==> config.mk <==
export PLATFORM = sky130hd
export DESIGN_NAME = turn_ctrl
export DESIGN_NICKNAME = d
export VERILOG_FILES = /design/src/rtl/turn_ctrl.sv
export SDC_FILE = /design/constraint.sdc
export NUM_CORES = 1
export LEC_CHECK = 0
export CORE_MARGIN = 1.5
export CORE_UTILIZATION = 30
export CTS_CLUSTER_DIAMETER = 120
export DETAILED_ROUTE_END_ITERATION = 12
export GPL_TIMING_DRIVEN = 0
export PLACE_DENSITY_LB_ADDON = 0.05
export SYNTH_ARGS = -nofsm -noshare
export SYNTH_HDL_FRONTEND = slang
export SYNTH_SLANG_ARGS = --single-unit
==> constraint.sdc <==
create_clock -name clock -period 5.6 [get_ports clock]
set_clock_uncertainty 0.15 [all_clocks]
set_input_delay 1.4 -clock clock [delete_from_list [all_inputs] [get_ports clock]]
set_output_delay 1.4 -clock clock [all_outputs]
set_load 0.1 [all_outputs]
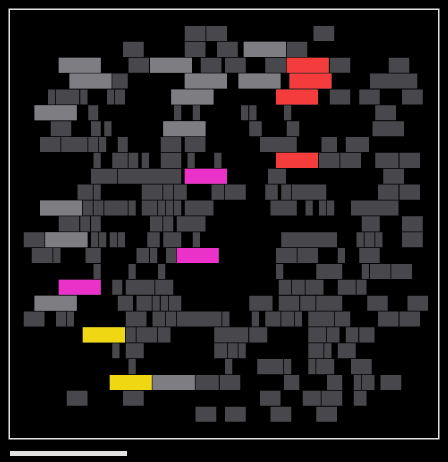
Fig. 1. Where the registers sit.
The bar under the picture is 20 um long. Other sequential cells in the stronger grey, the rest of the logic in the fainter grey.
magenta -> state_q  # flops 3
red -> upd_loc  # flops 4
yellow -> winner  # flops 2
Final Util: 44.8%
sequential power: 170 uW
Seq/total area: 20.7%
register area: 440 um^2

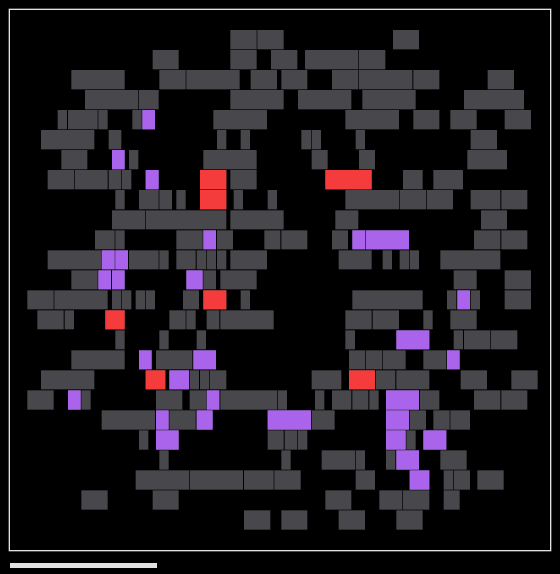
Fig. 2. Selected gate families.
The bar under the picture is 20 um long.
purple -> inverting AOI/OAI gates  # cells 29
red -> AND-OR and OR-AND gates  # cells 7
tally of non-filler cells in the final layout: 291
most frequent logic cell in the layout: clkdlybuf4s50_1

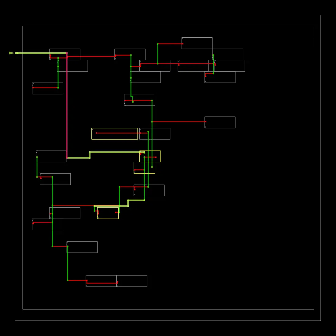
Fig. 3. Clock nets.
clk_lat worst skew: 0.26 ns
clk pwr: 149 uW
clock buffer count: 3
CTS Buf Count: 3
# clock sinks: 22

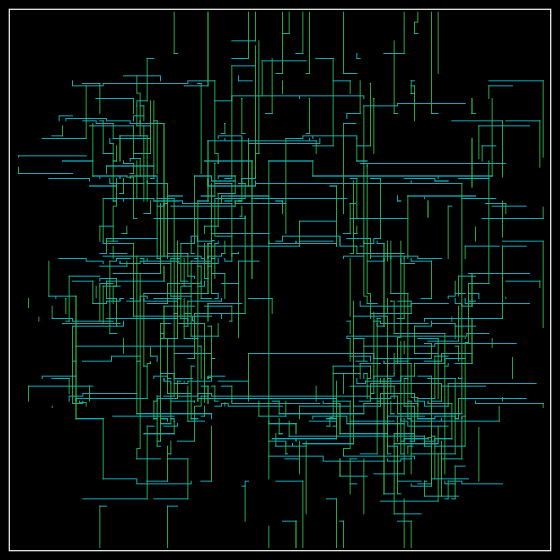
Fig. 4. Routed metal, one colour a layer.
Two of the layers only.
green -> met2  # wire length 1920 um
cyan -> met1  # wire length 1820 um
via count: 1460
WL final: 4010 um
drt wl/cell: 13.8 um
Tot GR Track Use: 15.8%

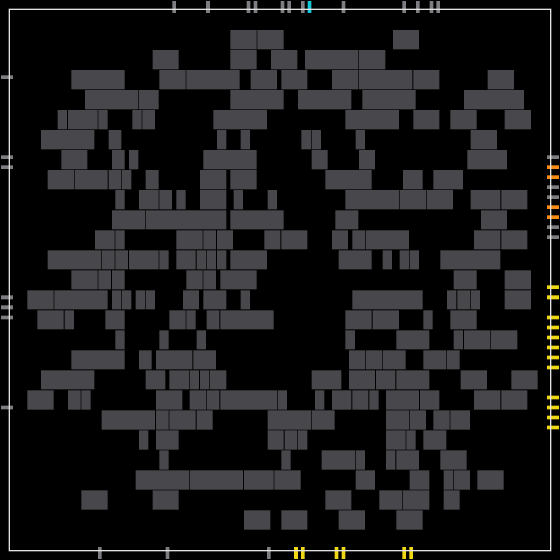
Fig. 5. Pin map.
Pins as bars across the die edge, other pins in grey.
orange -> x_loc  # pins 4, direction input, edge right
yellow -> board_in  # pins 18, direction input, edge 12 right, 6 bottom
cyan -> x_ack  # pins 1, direction output, edge top
all pins by edge = 21 right, 13 top, 9 bottom, 7 left
PortBufs: 49
Die W: 73.4 um

==> impl_metrics.toml <==
# yosys + openroad results
[run_status]
outcome = "complete, no violations"

[floorplanning]
fp_util_pct = 31.3
ios = 50
core_region_area_um2 = 4750
die-area_um2 = 5390
rows = 25

[final_timing]
period_minus_slack_ns = 3.38
finalSetupTns_ns = 0
slew_headroom_pct = 34.6
period_used_pct = 60.4
finalHoldViolCount = 0
worstMarginPinSlew_ns = 0.977
finalSetupViolations = 0
finalWorstSetupSlack_ns = 2.22
grt_setup_unrepaired = "false"
report.final.slew_viol_count = 0
hold_slack_ns = 0.309
fmax_ghz = 0.296

[logic_synthesis]
fp_nets = 204
common_cells = "nor2_1 (29), dfxtp_1 (22), nand2_1 (13)"
netlist_area_um2 = 1490
ys.flops = 22
ys.flop_type = "dfxtp_1"
syn-instance-count = 171
ys_area_um2 = 1490
top_cell_area_share_pct = 29.6
edf_count = 0
synthArstFlopShare_pct = 0
synth_cell_types = 53
synth.largest_area_cell = "dfxtp_1"
most_common_cell = "nor2_1"
synth_area_per_cell_um2 = 8.69
top_cells_by_area = "dfxtp_1 (30%), nor2_1 (7.3%), a21oi_1 (4.0%)"
ys_cells = 171
yosys_warnings = 0
ys_seq_share_pct = 29.6

[global_routing]
antenna_found_initial = 0
grt_pass1_wl_um = 6650
grt_pass1_vias = 1450
grt_max_degree = 14
overflow = 0

[worst_setup_path]
worstPathMaxFanout = 5
cp.depth = 1
required_ns = 4.05
cp.arrival_ns = 1.83
slowest_delay_ns = 1.16
start_kind = "register"
worstRegToRegCells = 7
path_class = "register to output port"
critPathBufInv = 1
crit_chain = "clkdlybuf4s50_1"
crit_path_end_kind = "output port"
crit_slowest_cell = "clkdlybuf4s50_1"
crit_family = "buffers and inverters"
reg2reg_slack_ns = 3.31

[clock_tree]
clockRootBuffer = "clkbuf_8"
cts_buffer_depth = 2
cts.repair.resized = 0
clk_pin_slew_ns = 0.08
tritoncts = "yes"
cts_hold_buf = 0
post_cts_buffers = 0
h-tree-depth = 1

[place]
hpwl_um = 3130
placed_cell_area_um2 = 2060
pre_cts_slack_ns = 2.04
place_congestion = 0.779

[cells_and_area]
drive_above_1_share_pct = 12.9
design_area_um2 = 2130
n_antenna_cell = 0
nFillCells = 473
nets = 258
syn2layout_area_growth_pct = 43.4

[power_and_ir_drop]
p_sw_uw = 178
powerDensity_nw_per_um2 = 238
p_comb_share_pct = 37.2
power.total_uw = 508
p_seq_share_pct = 33.5
power.leakage_nw = 0.783
ir_worst_vdd_mv = 0.238
swShare_pct = 35.2
power.internal_uw = 329
clock_power_share_pct = 29.3

[routing]
route.detailed.drc = 0
first_pass_iters = 4
ant_nets = 0
drtIter0Drc = 84
vias_per_cell = 5.02

[hold_path]
whs_path_depth = 2
hp-class = "register to register"

[job]
warning_count = 27
cap_violations = 0
## power groups by stage
stage / Sequential, mW / Combinational (mW) / Clock (mW)
floorplan: 0.223 / 0.0821 / 0
global placement: 0.174 / 0.186 / 0
detailed placement: 0.174 / 0.188 / 0
CTS: 0.170 / 0.189 / 0.153
global route: 0.172 / 0.207 / 0.159
finish: 0.170 / 0.189 / 0.149
## cell usage in the layout, fill, tap and decap left out, types with 2 or more instances in the layout
cell              n
a31oi_2           2
nand3b_1          5
or3b_1            2
o21ai_0           3
mux2_2            3
a21oi_1          12
a32oi_1           3
mux2i_4           2
nand2b_1          3
inv_1             5
a21o_1            2
nor3b_2           3
nand2_1          13
buf_6             2
ha_1              2
mux2i_1           5
a22oi_1           2
nor3b_1           2
clkbuf_1          4
clkdlybuf4s50_1  49
nor2_1           29
or3_1             2
nand3_1           3
clkbuf_8          3
dfxtp_1          22
and3b_1           3
a31oi_1           2
nor2b_1           5
o311a_1           2
nor3_1            3
## kinds of logic (layout without fill, tap and decap cells)
kind of cell	count (synthesis)	in the layout	share of synthesized area [%]
AND/OR/NAND/NOR	86	86	33.5
multiplexers	12	12	11.4
flip-flops	22	22	29.6
adder cells (fa/ha/maj)	2	2	1.68
AND-OR/OR-AND	36	36	19.0
buffers and inverters	13	66	4.71
## layer usage
metal | up-vias | global-route usage (%) | routed length [um]
met3 | 2 | 3.43 | 247
met2 | 39 | 28.4 | 1920
met5 | - | 0 | 0
li1 | 725 | - | -
met4 | 0 | 3.91 | 25
met1 | 694 | 19.2 | 1820
## area by class of cell
type	count	area [um^2]	area share, %
multi-input combinational	136	976	45.8
timing repair buffer	49	490	23.0
sequential	22	440	20.7
tap	67	83.8	3.93
buffer	7	45.0	2.11
clock buffer	3	41.3	1.94
clock inverter	1	30.0	1.41
inverter	6	25.0	1.17
## stage by stage
stage,instances,util (%)
final,291,44.8
after global placement,287,43.3
after CTS,291,44.8
after global routing,291,44.8
after detailed placement,287,43.3
after floorplan,171,-
Power is estimated from default activity; no workload was simulated.
